Fig. 1: register map, names as in the netlist
Drawn at 2 px/µm. Other sequential cells in the stronger gray, the rest of the logic in the fainter gray.
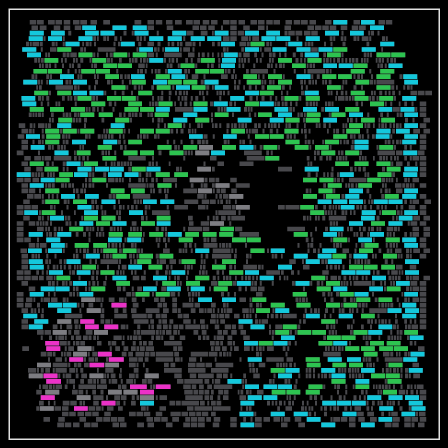
Fig. 2: the metal 4 layer
Drawn at 2 px/µm. Supply wires on this layer in gray.
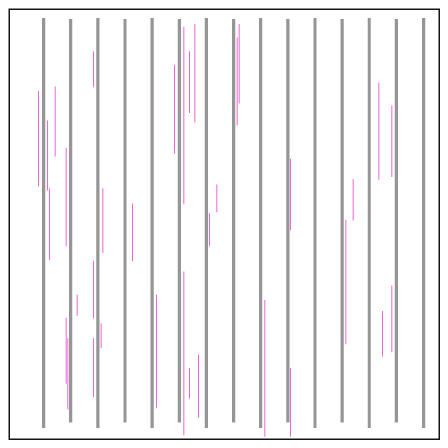
Fig. 3: routing congestion map
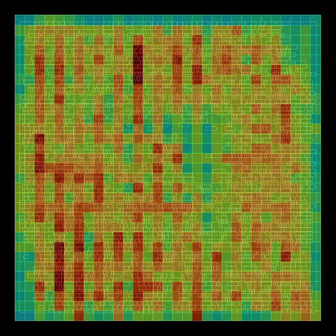
Fig. 4: metal layers overlaid
Drawn at 2 px/µm. Two of the layers only.
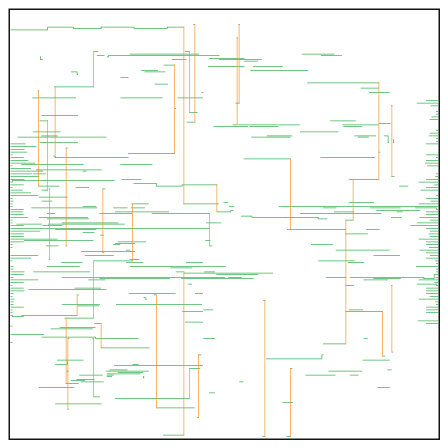
Fig. 5: signal wires on met1
Drawn at 3 px/µm. Supply wires on this layer in gray.
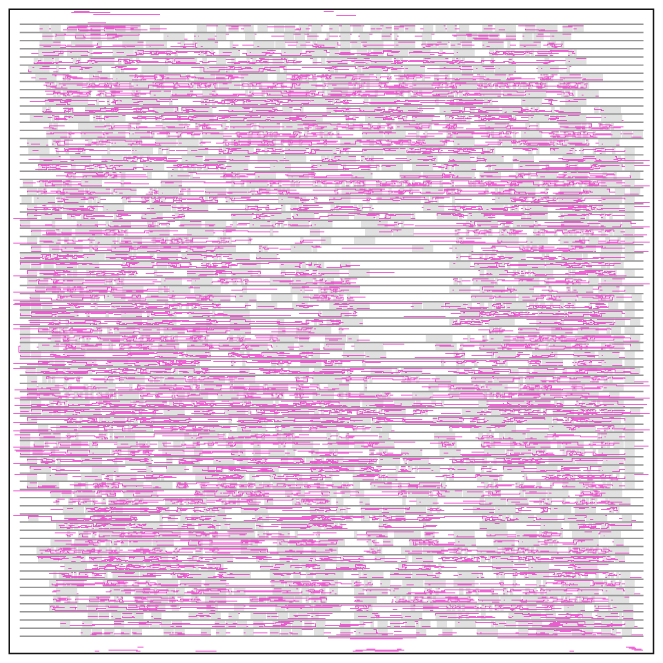
<file path="src/rtl/fios_result_collector_4a.sv">
// fios_result_collector_4a
// ------------------------
// Sits at the far end of the DSP cascade chain of the FIOS Montgomery
// multiplier. It takes the unnormalised 34-bit P word of the last DSP slice,
// one word per cycle with the least significant word first. It folds the
// running carry into each word, which splits the word into a 17-bit digit
// and an 18-bit carry. After S digits it presents the assembled result to
// the consumer through a valid/ready handshake.
//
// Ports:
//   clock_i      rising-edge clock for all state
//   reset_i      synchronous active-high reset, highest priority
//   P_i          34-bit P output of the last DSP slice
//   valid_i      P_i carries a result word this cycle
//   last_i       marks the word that should be digit S-1
//   ready_o      collector accepts a word this cycle (low in HOLD)
//   res_o        assembled result, digit 0 in bits [16:0]
//   carry_o      residual carry above digit S-1
//   res_valid_o  res_o/carry_o hold a completed result
//   res_ready_i  consumer takes the result
//   err_o        sticky protocol error flag (cleared only by reset)

module fios_result_collector_4a #(
  parameter int S       = 16,
  parameter int DIGIT_W = 17
) (
  input  logic                   clock_i,
  input  logic                   reset_i,
  input  logic [33:0]            P_i,
  input  logic                   valid_i,
  input  logic                   last_i,
  output logic                   ready_o,
  output logic [DIGIT_W*S-1:0]   res_o,
  output logic [17:0]            carry_o,
  output logic                   res_valid_o,
  input  logic                   res_ready_i,
  output logic                   err_o
);

  localparam int RES_W = DIGIT_W * S;
  localparam int CNT_W = (S > 1) ? $clog2(S) : 1;

  typedef enum logic [1:0] {IDLE, COLLECT, HOLD} state_t;

  state_t             state;
  logic [CNT_W-1:0]   count;
  logic [17:0]        carry_reg;
  logic [RES_W-1:0]   shift_reg;

  logic [34:0]        sum;
  logic [DIGIT_W-1:0] digit;
  logic [17:0]        carry_next;
  logic [RES_W-1:0]   shifted;
  logic               at_last;

  // Fold the running carry into the incoming word. The 35-bit sum cannot
  // overflow: (2^34-1) + (2^18-1) < 2^35.
  assign sum        = {1'b0, P_i} + {17'b0, carry_reg};
  assign digit      = sum[DIGIT_W-1:0];
  assign carry_next = sum[34:17];
  assign at_last    = (count == CNT_W'(S - 1));

  // New digits enter at the top and move down. After S accepts, digit 0
  // ends up in the least significant slot.
  generate
    if (S == 1) begin : g_single
      assign shifted = digit;
    end else begin : g_multi
      assign shifted = {digit, shift_reg[RES_W-1:DIGIT_W]};
    end
  endgenerate

  // Control and datapath state. res_o/carry_o are a separate holding register.
  // They load only on completion, so a discarded or in-progress burst never
  // disturbs the last delivered result.
  always_ff @(posedge clock_i) begin
    if (reset_i) begin
      state       <= IDLE;
      ready_o     <= 1'b1;
      res_valid_o <= 1'b0;
      res_o       <= '0;
      carry_o     <= '0;
      err_o       <= 1'b0;
      count       <= '0;
      carry_reg   <= '0;
      shift_reg   <= '0;
    end else begin
      case (state)
        IDLE, COLLECT: begin
          if (valid_i) begin
            if (last_i && !at_last) begin
              // Burst ended too early: drop it and start over.
              err_o     <= 1'b1;
              count     <= '0;
              carry_reg <= '0;
              state     <= IDLE;
            end else if (at_last) begin
              // A missing last_i still completes the burst, but it is flagged.
              if (!last_i) err_o <= 1'b1;
              res_o       <= shifted;
              carry_o     <= carry_next;
              count       <= '0;
              carry_reg   <= '0;
              state       <= HOLD;
              ready_o     <= 1'b0;
              res_valid_o <= 1'b1;
            end else begin
              shift_reg <= shifted;
              carry_reg <= carry_next;
              count     <= count + CNT_W'(1);
              state     <= COLLECT;
            end
          end
        end
        HOLD: begin
          // Words offered while not ready are dropped and flagged.
          if (valid_i) err_o <= 1'b1;
          if (res_ready_i) begin
            state       <= IDLE;
            ready_o     <= 1'b1;
            res_valid_o <= 1'b0;
          end
        end
        default: begin
          state       <= IDLE;
          ready_o     <= 1'b1;
          res_valid_o <= 1'b0;
        end
      endcase
    end
  end

endmodule

</file>
<file path="config.mk">
export PLATFORM = sky130hd
export DESIGN_NAME = fios_result_collector_4a
export DESIGN_NICKNAME = d
export VERILOG_FILES = /design/src/rtl/fios_result_collector_4a.sv
export SDC_FILE = /design/constraint.sdc
export NUM_CORES = 1
export LEC_CHECK = 0
export CORE_MARGIN = 3
export CORE_UTILIZATION = 48
export CTS_CLUSTER_DIAMETER = 100
export CTS_CLUSTER_SIZE = 25
export DETAILED_ROUTE_END_ITERATION = 12
export PLACE_DENSITY_LB_ADDON = 0.2
export SYNTH_ARGS = -nofsm -noshare
export SYNTH_HDL_FRONTEND = slang
export SYNTH_SLANG_ARGS = --single-unit
</file>
<file path="constraint.sdc">
create_clock -name clock_i -period 2.4 [get_ports clock_i]
set_input_delay 0.24 -clock clock_i [delete_from_list [all_inputs] [get_ports clock_i]]
set_output_delay 0.24 -clock clock_i [all_outputs]
set_load 0.05 [all_outputs]
</file>
==> results.txt <==
Notes on the flow run.

- The run finished, with violations left.
- The final reports fail on negative setup slack.
- The final power report lists total power as 15.3 mW.
- Per the synth stats, the proportion of register bits with asynchronous set or reset is 0%.
- The die outline area is 45900 µm², for reference.
- Yosys mapped a number of flops with a built-in enable equal to 0.
- The count of cell instances traversed by the critical path is 10, for reference.
- The required time reported for the critical path endpoint is about 2900 ps, for reference.
- The peak fanout along the critical path is 4, for reference.
- The cell count after synthesis came out at between 2000 and 3000.
- The tightest slew margin relative to the limit is between 20 and 30%, for reference.
- The wire-length estimate of the detail-placed layout is approximately 40000 µm.
- The area fraction in mux cells is 0%, for reference.
- The post-synthesis adder-cell area fraction is under 10%, for reference.
- The largest net degree at the start of global routing is 159, for reference.
- The post-placement cell count is ~3400, for reference.
- The cell area power density is 589 nW/µm², for reference.
- The worst-margin pin slew is 1060 ps, for reference.
- The number of storage elements in the synthesis netlist is around 570, for reference.
- The final layout contains 2968 nets.
- The clock-pin transition on the worst setup and hold timing paths is 100 ps, for reference.
- The maximum clock rate is 402 MHz, for reference.
- The worst min-delay path category is in -> reg, for reference.
- The uppermost layer routed is met4, for reference.
- Sorting the synthesis cell report by count puts at the top nand2_1.
- The nature of the critical path endpoint is a flip-flop, for reference.
- The number of library cell types mapped by synthesis is 60, for reference.
- The highest cell delay on the worst timing path is 410 ps, for reference.
- The register with the most flip-flops in the layout has 272 of them.
- After clock tree synthesis, the flow added hold-fix buffers numbering 0.
- The ratio of routed vias to standard cells is between 5 and 6, for reference.
- The report lists the cells along the critical path as ha_4 > fa_2 > a21o_1 > a221oi_4 > buf_6 > a21oi_2 > a221o_2 > nand4_1 > a21boi_4 > a22o_1.
- The setup slack of the critical path after layout is -90.3 ps, for reference.
- The count of input and output buffers is about 330, for reference.
- Per the CTS log, the root buffer master is clkbuf_16.
- The number of antenna violations at the first check in global routing came to 0.
- The count of max-cap constraint violations is 0, for reference.
- The final timing report lists a hold violation count of 0.
- At the later pin of the worst-skew pair, clock insertion delay measures 580 ps.
- The final weighted congestion recorded by global placement is between 0.8 and 0.9.
- The total of endpoints with negative setup slack in the final report is 14, for reference.
- The share of the Yosys chip area taken by registers is 55.0%.
- The post-route DRC violation count is 0, for reference.
- Setup repair after global routing could not meet its margin everywhere.
-- Fig. 1 (at the start) --
green -> `shift_reg`  # sequential cells 255, where widely spread
magenta -> `carry_reg`  # sequential cells 18, where bottom left
cyan -> `res_o`  # sequential cells 272, where widely spread

-- Fig. 2 (at the start) --
main direction = vertical
longest straight run = 88.4 µm
nets with wire on the layer = 25
share of all routed wire = 2.1%
wire length on this layer = 1300 µm
final wirelength: 61400 µm
Via Count: 18747

-- Fig. 3 (at the start) --
routing usage on met1: 35.2%
final design utilization: 61.4%
total track usage: 25.0%
met2 Use GR: 41.0%
routing usage on met3: 3.49%

-- Fig. 4 (at the start) --
orange -> met4  # wire length 1300 µm
green -> met3  # wire length 4050 µm

-- Fig. 5 (at the start) --
wire length on this layer = 26.9 mm
longest straight run = 50.6 µm
main direction = horizontal

-- path summary, 6_finish.rpt --
path	slack [ps]	startpoint	endpoint
worst max-delay path	-90	carry_reg[0]	carry_reg[3]
worst min-delay path	190	reset_i	shift_reg[265]
worst max register to register	-90	carry_reg[0]	carry_reg[3]
worst min register to register	460	shift_reg[31]	res_o[14]
-- cell type report --
type / instances / area (µm²)
clock inverter: 1 / 5.00
antenna: 1 / 2.50
tap: 577 / 722
inverter: 9 / 33.8
fill: 3865 / 16400
sequential: 572 / 11500
clock buffer: 27 / 676
timing repair buffer: 423 / 4270
multi-input combinational: 1877 / 8890
-- power by group --
part	internal [mW]	switching [mW]
combinational	0.316	0.564
clock	2.01	2.87
sequential	9.52	0.0497
total	11.9	3.48
Power and IR drop assume default switching activity.
